==> run_1/logic_types.png <==
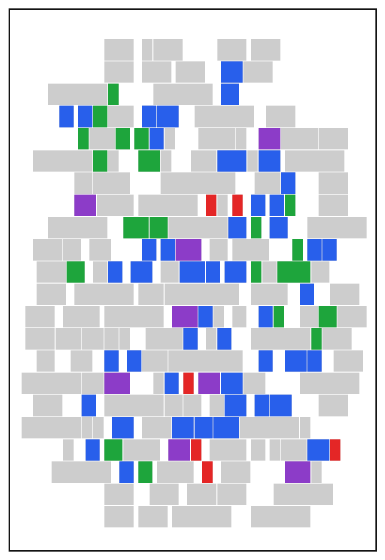
==> run_1/flops_by_reg.png <==
The bar under the picture is 10 um long.
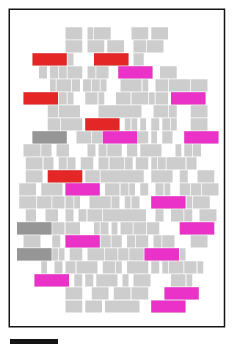
==> run_1/congestion.png <==
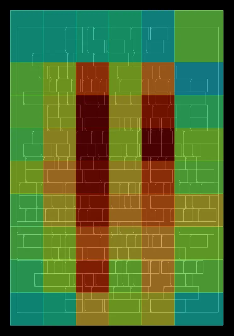
### config.mk
export PLATFORM = sky130hd
export DESIGN_NAME = prod_accum
export DESIGN_NICKNAME = d
export VERILOG_FILES = /design/src/rtl/prod_accum_pkg.sv /design/src/rtl/prod_accum_edge_det.sv /design/src/rtl/prod_accum.sv
export SDC_FILE = /design/constraint.sdc
export NUM_CORES = 1
export LEC_CHECK = 0
export CAP_MARGIN = 20
export CORE_ASPECT_RATIO = 1.5
export CORE_UTILIZATION = 47
export CTS_BUF_LIST = sky130_fd_sc_hd__clkbuf_16
export DETAILED_ROUTE_END_ITERATION = 6
export PLACE_DENSITY = 0.83
export SLEW_MARGIN = 20
export SYNTH_ARGS = -nofsm -noshare
export SYNTH_HDL_FRONTEND = slang
export SYNTH_SLANG_ARGS = --single-unit
### constraint.sdc
create_clock -name clk -period 2.8 [get_ports clk]
set_input_delay 0.42 -clock clk [delete_from_list [all_inputs] [get_ports clk]]
set_output_delay 0.42 -clock clk [all_outputs]
set_load 0.02 [all_outputs]
### src/rtl/prod_accum_pkg.sv
// rtl/prod_accum_pkg.sv - shared constants and FSM state encoding for prod_accum
//   PROD_W  : width of one product from the upstream 4x4 multiplier
//   state_t : ST_ACCUM (summing a batch), ST_HOLD (completed batch on output)
package prod_accum_pkg;

  localparam int PROD_W = 8;

  typedef enum logic {
    ST_ACCUM = 1'b0,
    ST_HOLD  = 1'b1
  } state_t;

endpackage

### src/rtl/prod_accum_edge_det.sv
// rtl/prod_accum_edge_det.sv - rising-edge detector for the multiplier done flag
//   clk  : clock
//   rst  : synchronous active-low reset; clears the sampled history to 0
//   d    : level or pulse input
//   rise : high while d is 1 and the previous registered sample was 0
module edge_det (
  input  logic clk,
  input  logic rst,
  input  logic d,
  output logic rise
);

  logic prev;

  always_ff @(posedge clk) begin
    if (!rst) begin
      prev <= 1'b0;
    end else begin
      prev <= d;
    end
  end

  assign rise = d & ~prev;

endmodule

### src/rtl/prod_accum.sv
// rtl/prod_accum.sv - sums BATCH products into one registered result with a valid/ready hold
//   Parameters: ACC_W (result width, 8..16), BATCH (products per result, 1..16)
//   clk, rst      : clock, synchronous active-low reset
//   z_in, z_done  : product and its done flag; each 0->1 of z_done accepts one product
//   clr           : synchronous clear of the batch in progress, highest priority
//   out_ready     : consumer takes acc_out while acc_valid is high
//   acc_out       : running partial sum in ACCUM, completed sum in HOLD
//   acc_valid     : acc_out holds a completed batch
//   cnt           : products accepted into the current batch
//   drop_err      : sticky, a product was lost (cleared by rst or clr)
//   Build option PROD_ACCUM_SAT_EN: saturate on overflow and flag drop_err;
//   without it the accumulator wraps silently.
module prod_accum
  import prod_accum_pkg::*;
#(
  parameter int ACC_W = 12,
  parameter int BATCH = 4
) (
  input  logic              clk,
  input  logic              rst,
  input  logic [PROD_W-1:0] z_in,
  input  logic              z_done,
  input  logic              clr,
  input  logic              out_ready,
  output logic [ACC_W-1:0]  acc_out,
  output logic              acc_valid,
  output logic [4:0]        cnt,
  output logic              drop_err
);

  localparam logic [4:0] BATCH_CNT = 5'(BATCH);

  state_t           state, state_nx;
  logic [ACC_W-1:0] acc, acc_nx;
  logic [4:0]       cnt_q, cnt_nx;
  logic             drop, drop_nx;
  logic             accept;
  logic [ACC_W-1:0] z_ext;

  edge_det u_edge (
    .clk  (clk),
    .rst  (rst),
    .d    (z_done),
    .rise (accept)
  );

  assign z_ext = ACC_W'(z_in);

`ifdef PROD_ACCUM_SAT_EN
  logic [ACC_W:0] sum;
  assign sum = {1'b0, acc} + {1'b0, z_ext};
`endif

  always_comb begin
    state_nx = state;
    acc_nx   = acc;
    cnt_nx   = cnt_q;
    drop_nx  = drop;
    if (clr) begin
      // Clear wins over everything, including a same-cycle accept.
      state_nx = ST_ACCUM;
      acc_nx   = '0;
      cnt_nx   = '0;
      drop_nx  = 1'b0;
    end else begin
      unique case (state)
        ST_ACCUM: begin
          if (accept) begin
`ifdef PROD_ACCUM_SAT_EN
            if (sum[ACC_W]) begin
              acc_nx  = '1;
              drop_nx = 1'b1;
            end else begin
              acc_nx = sum[ACC_W-1:0];
            end
`else
            acc_nx = acc + z_ext;
`endif
            cnt_nx = cnt_q + 5'd1;
            if (cnt_nx == BATCH_CNT) begin
              state_nx = ST_HOLD;
            end
          end
        end
        ST_HOLD: begin
          if (out_ready) begin
            if (accept) begin
              // The product arriving on the handshake seeds the next batch.
              // With a one-product batch that seed is itself a complete batch.
              acc_nx   = z_ext;
              cnt_nx   = 5'd1;
              state_nx = (BATCH_CNT == 5'd1) ? ST_HOLD : ST_ACCUM;
            end else begin
              acc_nx   = '0;
              cnt_nx   = '0;
              state_nx = ST_ACCUM;
            end
          end else if (accept) begin
            drop_nx = 1'b1;
          end
        end
        default: state_nx = ST_ACCUM;
      endcase
    end
  end

  always_ff @(posedge clk) begin
    if (!rst) begin
      state <= ST_ACCUM;
      acc   <= '0;
      cnt_q <= '0;
      drop  <= 1'b0;
    end else begin
      state <= state_nx;
      acc   <= acc_nx;
      cnt_q <= cnt_nx;
      drop  <= drop_nx;
    end
  end

  assign acc_out   = acc;
  assign cnt       = cnt_q;
  assign acc_valid = (state == ST_HOLD);
  assign drop_err  = drop;

endmodule

==> qor.rpt, run 1 <==
RUN STATUS
--------------------------------------------------------------------------------
Status                                                              finished, final reports clean

LOGIC SYNTHESIS
--------------------------------------------------------------------------------
Post-synth area hogs                                                dfxtp_1 (31%), ha_1 (9.7%), a21oi_1 (8.2%)
Post-synthesis area per instance                                       8.19 um^2
Warnings, synthesis                                                            0
Cell area after synthesis                                           0.00129 mm^2
Adder and majority gate portion of the synthesized area                    11.3%
Dominant combinational family                                       AND-OR/OR-AND gates
Instance tally after logic synthesis                                         157
Synth Area in Compound Gates                                               26.7%
Yosys stat area                                                     0.00129 mm^2
Synthesized-area fraction occupied by xor and xnor cells                   4.09%
Synth Register Bits                                                           20
Top_reg_cell synth                                                       dfxtp_1
Share of cell area taken by muxes after synthesis                             0%
Floorplan net count                                                          181
Number of different library cells in the post-synthesis netlist               46
Post-synthesis sequential area ratio                                       31.1%
Cell accounting for the most synthesized area                            dfxtp_1

DIE
--------------------------------------------------------------------------------
Core Rows                                                                     22
DIE AREA                                                            0.00295 mm^2
Die Ht                                                                   66.1 um
Core Density at Floorplan                                                  50.8%

PWR
--------------------------------------------------------------------------------
Clock net power                                                         0.288 mW
Seq group                                                               0.297 mW
Power attributed to combinational cells                                 0.133 mW
Share of total power in combinational logic                                18.5%
Reported net switching power                                            0.178 mW
Internal power of the cells                                             0.540 mW

CLOCKING
--------------------------------------------------------------------------------
Cts repair resizes                                                             0
TritonCTS clock tree                                                        done
Number of clock sinks seen by CTS                                             20
Number of buffers inserted by post-CTS setup repair                            0
Buffer levels on the longest clock path                                        2

LAYOUT
--------------------------------------------------------------------------------
Logic share of the area                                                    49.1%
Inverters                                                                      6
Number of clock-tree buffers in the layout                                     3
Final-layout fill cell count                                                 221
Flip-flop and latch area                                                400 um^2
Count of non-filler cells in the finished layout                             227
Net count, final                                                             217
Final antenna diode count                                                      0
Final instance area                                                 0.00172 mm^2
Sequential cell area share                                                 23.3%
Relative area of clock buffers and inverters in the final design           4.37%
Non-CTS buffers                                                               34
Most common library cell in the layout ignoring fill and taps       clkdlybuf4s50_1

ROUTE
--------------------------------------------------------------------------------
M1 WL                                                                    1300 um
Length of the first detailed-routing pass in iterations                        4
Via count                                                                  1,366
DRC viols                                                                      0
Detailed-routed wire length on met3                                       184 um
Via/cell ratio                                                              6.02
Final ANT Viol Nets                                                            0

SETUP PATH
--------------------------------------------------------------------------------
Reg-to-reg critical path startpoint                                   acc_out[0]
Buffers & Inverters on Critical Path                                           2
Crit path depth                                                                9
Register-to-register setup slack                                          720 ps
Cell type group with the largest total delay on the critical path   AND-OR/OR-AND gates

GRT
--------------------------------------------------------------------------------
Layer carrying the most global-route usage                                  met2
Remaining Overflow, GRT                                                        0
Largest net degree at the start of global routing                             15
Initial antenna violation count                                                0

STA
--------------------------------------------------------------------------------
Fmax achieved                                                          0.420 GHz
Final setup skew                                                         1.34 ps
Post-layout min period                                                   2380 ps
Worst Setup Slack, final                                                  418 ps
Slew of the pin with the lowest slew margin                               618 ps
Post-Route Setup TNS                                                        0 ps
RSZ-0062 raised after global routing                                       false

MIN PATH
--------------------------------------------------------------------------------
Worst min-delay path endpoint                                           drop_err
Hold Path Class                                                       reg -> reg

PLACE
--------------------------------------------------------------------------------
# port buffers                                                                31

About logic_types.png:
legend:
  red:
    family: inv cells
    cells: 6
    most_used: inv_1
  purple:
    family: non-inverting ao/oa cells
    cells: 8
  green:
    family: nand cells
    cells: 20
    most_used: nand2_1
  blue:
    family: aoi and oai cells
    cells: 46
    most_used: a21oi_1

About flops_by_reg.png:
legend:
  red:
    netlist_name: cnt
    sequential_cells: 5
  magenta:
    netlist_name: acc_out
    sequential_cells: 12
not coloured: 3

About congestion.png:
GRT Resource Usage Total: 25.8%
met1 usage: 26.4%
met3 demand-to-capacity share in global routing: 2.46%
core utilization of the finished layout: 67.9%

==> inputs of run 2 (changes only) <==
- CORE_UTILIZATION: 47 -> 50
- PLACE_DENSITY: 0.83 -> 0.87
==> run_2/logic_types.png <==
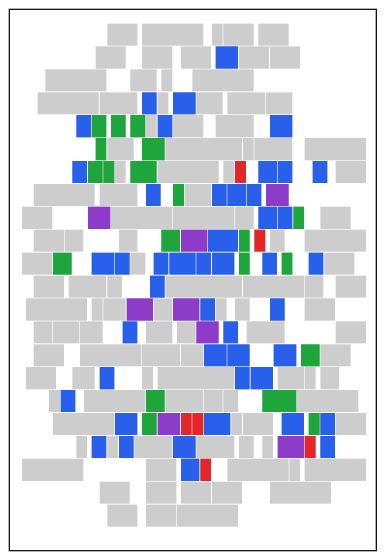
legend:
  red:
    family: inv cells
    cells: 6
    most_used: inv_1
  green:
    family: nand cells
    cells: 20
    most_used: nand2_1
  purple:
    family: non-inverting ao/oa cells
    cells: 8
  blue:
    family: aoi and oai cells
    cells: 46
    most_used: a21oi_1
most common library cell in the layout ignoring fill and taps: clkdlybuf4s50_1
logic share of the area: 49.7%

==> run 2 against run 1 <==
  * Sequential share of layout area increased by 0.31 points
  * The run now ends with design-rule violations left
  * Critical endpoint unchanged
  * Wire length increased by 1.7%
  * Clock skew about the same
  * Maximum frequency up 1.4%
  * Utilization grew 1.4 points
  * Worst setup slack gained 32 ps
  * Cell area decreased by 1.3%
  * Clock-buffer cell count did not move
  * Power is 0.77% higher
  * Hold slack improved by 11 ps
  * Final cell count down 5.7%
  * Clock power rose by 2%
==> qor.rpt, run 2 <==
RUN STATUS
--------------------------------------------------------------------------------
Status                                                              complete, but fails checks   was finished, final reports clean
Violations in the final reports                                     design-rule violations

LAYOUT
--------------------------------------------------------------------------------
Flip-flop and latch area                                                400 um^2   unchanged
Non-CTS buffers                                                               33   was 34
Net count, final                                                             216   was 217
Core utilization of the finished layout                                    69.3%   was 67.9%
Count of non-filler cells in the finished layout                             214   was 227
Relative area of clock buffers and inverters in the final design           4.42%   was 4.37%
Number of clock-tree buffers in the layout                                     3   unchanged
Sequential cell area share                                                 23.6%   was 23.3%
Final antenna diode count                                                      0   unchanged
Final instance area                                                 0.00170 mm^2   was 0.00172 mm^2
Inverters                                                                      6   unchanged
Final-layout fill cell count                                                 192   was 221

LOGIC SYNTHESIS
--------------------------------------------------------------------------------
Cell accounting for the most synthesized area                            dfxtp_1   unchanged
Top_reg_cell synth                                                       dfxtp_1   unchanged
Post-synth area hogs                                                dfxtp_1 (31%), ha_1 (9.7%), a21oi_1 (8.2%)   unchanged
Cell area after synthesis                                           0.00129 mm^2   unchanged
Synth Register Bits                                                           20   unchanged
Dominant combinational family                                       AND-OR/OR-AND gates   unchanged
Instance tally after logic synthesis                                         157   unchanged
Warnings, synthesis                                                            0   unchanged
Number of different library cells in the post-synthesis netlist               46   unchanged
Yosys stat area                                                     0.00129 mm^2   unchanged
Synth Area in Compound Gates                                               26.7%   unchanged
Floorplan net count                                                          181   unchanged
Post-synthesis sequential area ratio                                       31.1%   unchanged
Post-synthesis area per instance                                       8.19 um^2   unchanged

STA
--------------------------------------------------------------------------------
Number of hold violations in the final report                                  0   unchanged
RSZ-0062 raised after global routing                                       false   unchanged
Fraction of the cycle the final worst path needs                           83.9%   was 85.1%
Post-Route Setup TNS                                                        0 ps   unchanged
Fmax achieved                                                          0.426 GHz   was 0.420 GHz
Worst Setup Slack, final                                                  450 ps   was 418 ps
Post-layout min period                                                   2350 ps   was 2380 ps
Slew of the pin with the lowest slew margin                               649 ps   was 618 ps
Final setup skew                                                         1.22 ps   was 1.34 ps

GRT
--------------------------------------------------------------------------------
Initial antenna violation count                                                0   unchanged
Met3 demand-to-capacity share in global routing                            3.95%   was 2.46%
Remaining Overflow, GRT                                                        0   unchanged
GRT Resource Usage Total                                                   27.2%   was 25.8%
Layer carrying the most global-route usage                                  met2   unchanged
Largest net degree at the start of global routing                             16   was 15

MIN PATH
--------------------------------------------------------------------------------
Hold Path Class                                                       reg -> reg   unchanged
Worst min-delay path endpoint                                           drop_err   unchanged

CLOCKING
--------------------------------------------------------------------------------
Buffer levels on the longest clock path                                        2   unchanged
Number of buffers inserted by post-CTS setup repair                            0   unchanged
TritonCTS clock tree                                                        done   unchanged
Cts repair resizes                                                             0   unchanged
Number of clock sinks seen by CTS                                             20   unchanged

ROUTE
--------------------------------------------------------------------------------
M1 WL                                                                    1320 um   was 1300 um
Via count                                                                  1,388   was 1,366
Final ANT Viol Nets                                                            0   unchanged
Via/cell ratio                                                              6.49   was 6.02
Detailed-routed wire length on met3                                       161 um   was 184 um
DRC viols                                                                      6   was 0
Wire per inst                                                            16.3 um   was 15.2 um

SETUP PATH
--------------------------------------------------------------------------------
Largest incremental delay on the critical path                            480 ps   was 490 ps
Reg-to-reg critical path startpoint                                   acc_out[0]   unchanged
RR Endpoint                                                           acc_out[6]   unchanged
Register-to-register setup slack                                          740 ps   was 720 ps
Crit path depth                                                                9   unchanged
Buffers & Inverters on Critical Path                                           2   unchanged
Cell type group with the largest total delay on the critical path   AND-OR/OR-AND gates   unchanged
CP Capture Point                                                      acc_out[6]   unchanged
Cell-by-cell trace of the critical path                             clkdlybuf4s50_1 > ha_1 > inv_1 > fa_1 > nor2b_1 > o31a_1 > o21ai_1 > a2111oi_0 > a211o_1   unchanged

DIE
--------------------------------------------------------------------------------
Core Density at Floorplan                                                  52.5%   was 50.8%
Tap cell count                                                                24   was 36
DIE AREA                                                            0.00278 mm^2   was 0.00295 mm^2
Die Ht                                                                   64.1 um   was 66.1 um
Core Rows                                                                     22   unchanged

PWR
--------------------------------------------------------------------------------
Seq group                                                               0.297 mW   about the same
Share of total power in combinational logic                                18.4%   was 18.5%
Power attributed to combinational cells                                 0.133 mW   about the same
Clock net power                                                         0.294 mW   was 0.288 mW
Internal power of the cells                                             0.540 mW   about the same

JOB
--------------------------------------------------------------------------------
OpenROAD warnings                                                             27   unchanged

==> inputs of run 3 (changes only) <==
- CORE_UTILIZATION: 50 -> 48
- PLACE_DENSITY: 0.87 -> 0.84
- clock period: 2.8 -> 2.4 ns (I/O delays scaled with it)
==> run_3/layer_met4.png <==
The bar under the picture is 10 um long.
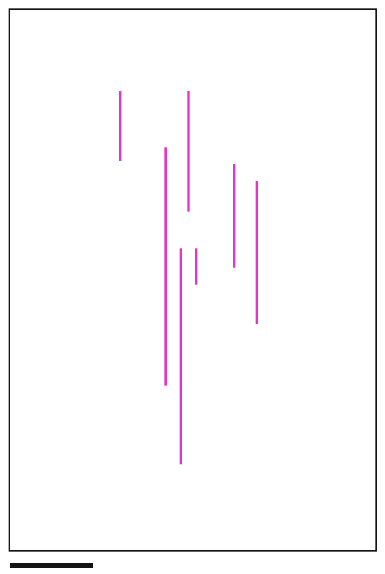
wire length on this layer: 110 um
longest straight run: 28.6 um

==> run 3 against run 2 <==
  * The flow still finishes with violations (design-rule violations)
  * Worst setup slack got worse by 330 ps
  * Critical path type unchanged
  * First-iteration DRC count increased by 28%
  * Register-to-register slack got worse by 380 ps
==> qor.rpt, run 3 <==
DIE
------------------------------------------------------------------------------
Tap cell count                                                              36   was 24
Die Ht                                                                 65.4 um   was 64.1 um
Core Density at Floorplan                                                51.3%   was 52.5%
DIE AREA                                                          0.00289 mm^2   was 0.00278 mm^2

ROUTE
------------------------------------------------------------------------------
Via count                                                                1,408   was 1,388
Length of the first detailed-routing pass in iterations                      6   was 7
Detailed-routed wire length on met3                                     255 um   was 161 um
DRC viols                                                                    2   was 6
Final ANT Viol Nets                                                          0   unchanged
Wire per inst                                                          17.0 um   was 16.3 um
Via/cell ratio                                                            6.10   was 6.49

LOGIC SYNTHESIS
------------------------------------------------------------------------------
Post-synthesis area per instance                                     8.19 um^2   unchanged
Dominant combinational family                                     AND-OR/OR-AND gates   unchanged
Cell accounting for the most synthesized area                          dfxtp_1   unchanged
Post-synthesis sequential area ratio                                     31.1%   unchanged
Share of cell area taken by muxes after synthesis                           0%   unchanged
Warnings, synthesis                                                          0   unchanged
Synth Register Bits                                                         20   unchanged
Synth Area in Compound Gates                                             26.7%   unchanged
Number of different library cells in the post-synthesis netlist             46   unchanged
Floorplan net count                                                        181   unchanged

RUN STATUS
------------------------------------------------------------------------------
Violations in the final reports                                   design-rule violations   unchanged
Status                                                            complete, but fails checks   unchanged

GRT
------------------------------------------------------------------------------
Remaining Overflow, GRT                                                      0   unchanged
GRT Resource Usage Total                                                 27.7%   was 27.2%
Met1 usage                                                               31.9%   was 27.2%

LAYOUT
------------------------------------------------------------------------------
Count of non-filler cells in the finished layout                           231   was 214
Core utilization of the finished layout                                  71.0%   was 69.3%
Final antenna diode count                                                    0   unchanged
Sequential cell area share                                               22.5%   was 23.6%
Flip-flop and latch area                                              400 um^2   unchanged

STA
------------------------------------------------------------------------------
Final setup skew                                                       2.77 ps   was 1.22 ps
Number of hold violations in the final report                                0   unchanged
Fraction of the cycle the final worst path needs                         95.2%

MIN PATH
------------------------------------------------------------------------------
Hold Path Class                                                     reg -> reg   unchanged
Worst min-delay path endpoint                                         drop_err   unchanged

PWR
------------------------------------------------------------------------------
Reported net switching power                                          0.228 mW   was 0.184 mW
Seq group                                                             0.347 mW   was 0.297 mW

PLACE
------------------------------------------------------------------------------
# port buffers                                                              31   unchanged

SETUP PATH
------------------------------------------------------------------------------
Buffers & Inverters on Critical Path                                         2   unchanged
Register-to-register setup slack                                        360 ps   was 740 ps
Cell-by-cell trace of the critical path                           clkdlybuf4s50_1 > ha_1 > inv_1 > fa_1 > nor2b_1 > o31a_1 > o21ai_1 > a2111oi_2 > a211o_1   was clkdlybuf4s50_1 > ha_1 > inv_1 > fa_1 > nor2b_1 > o31a_1 > o21ai_1 > a2111oi_0 > a211o_1


==> gallery <==
Metal layers overlaid.
Only two layers are drawn.
Plate I
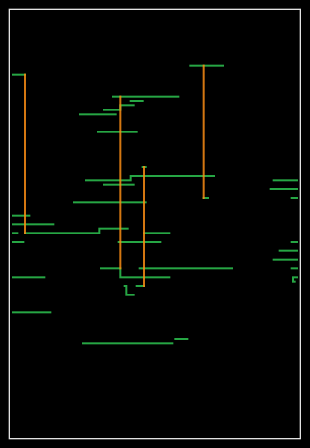
Plate II
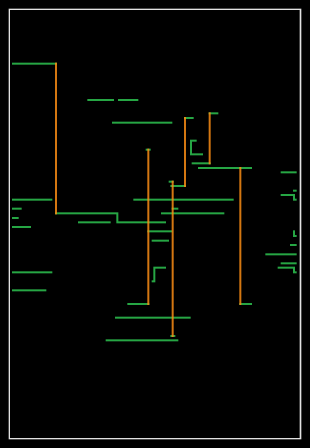
Plate III
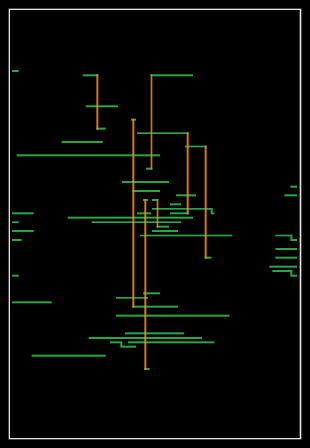
For run 1, see Plate I.
For run 2, see Plate II.
For run 3, see Plate III.

Key to Plate II:
legend:
  green:
    layer: metal 3
    wire_length: 161 um
  orange:
    layer: metal 4
    wire_length: 107 um

Power and IR drop assume default switching activity.
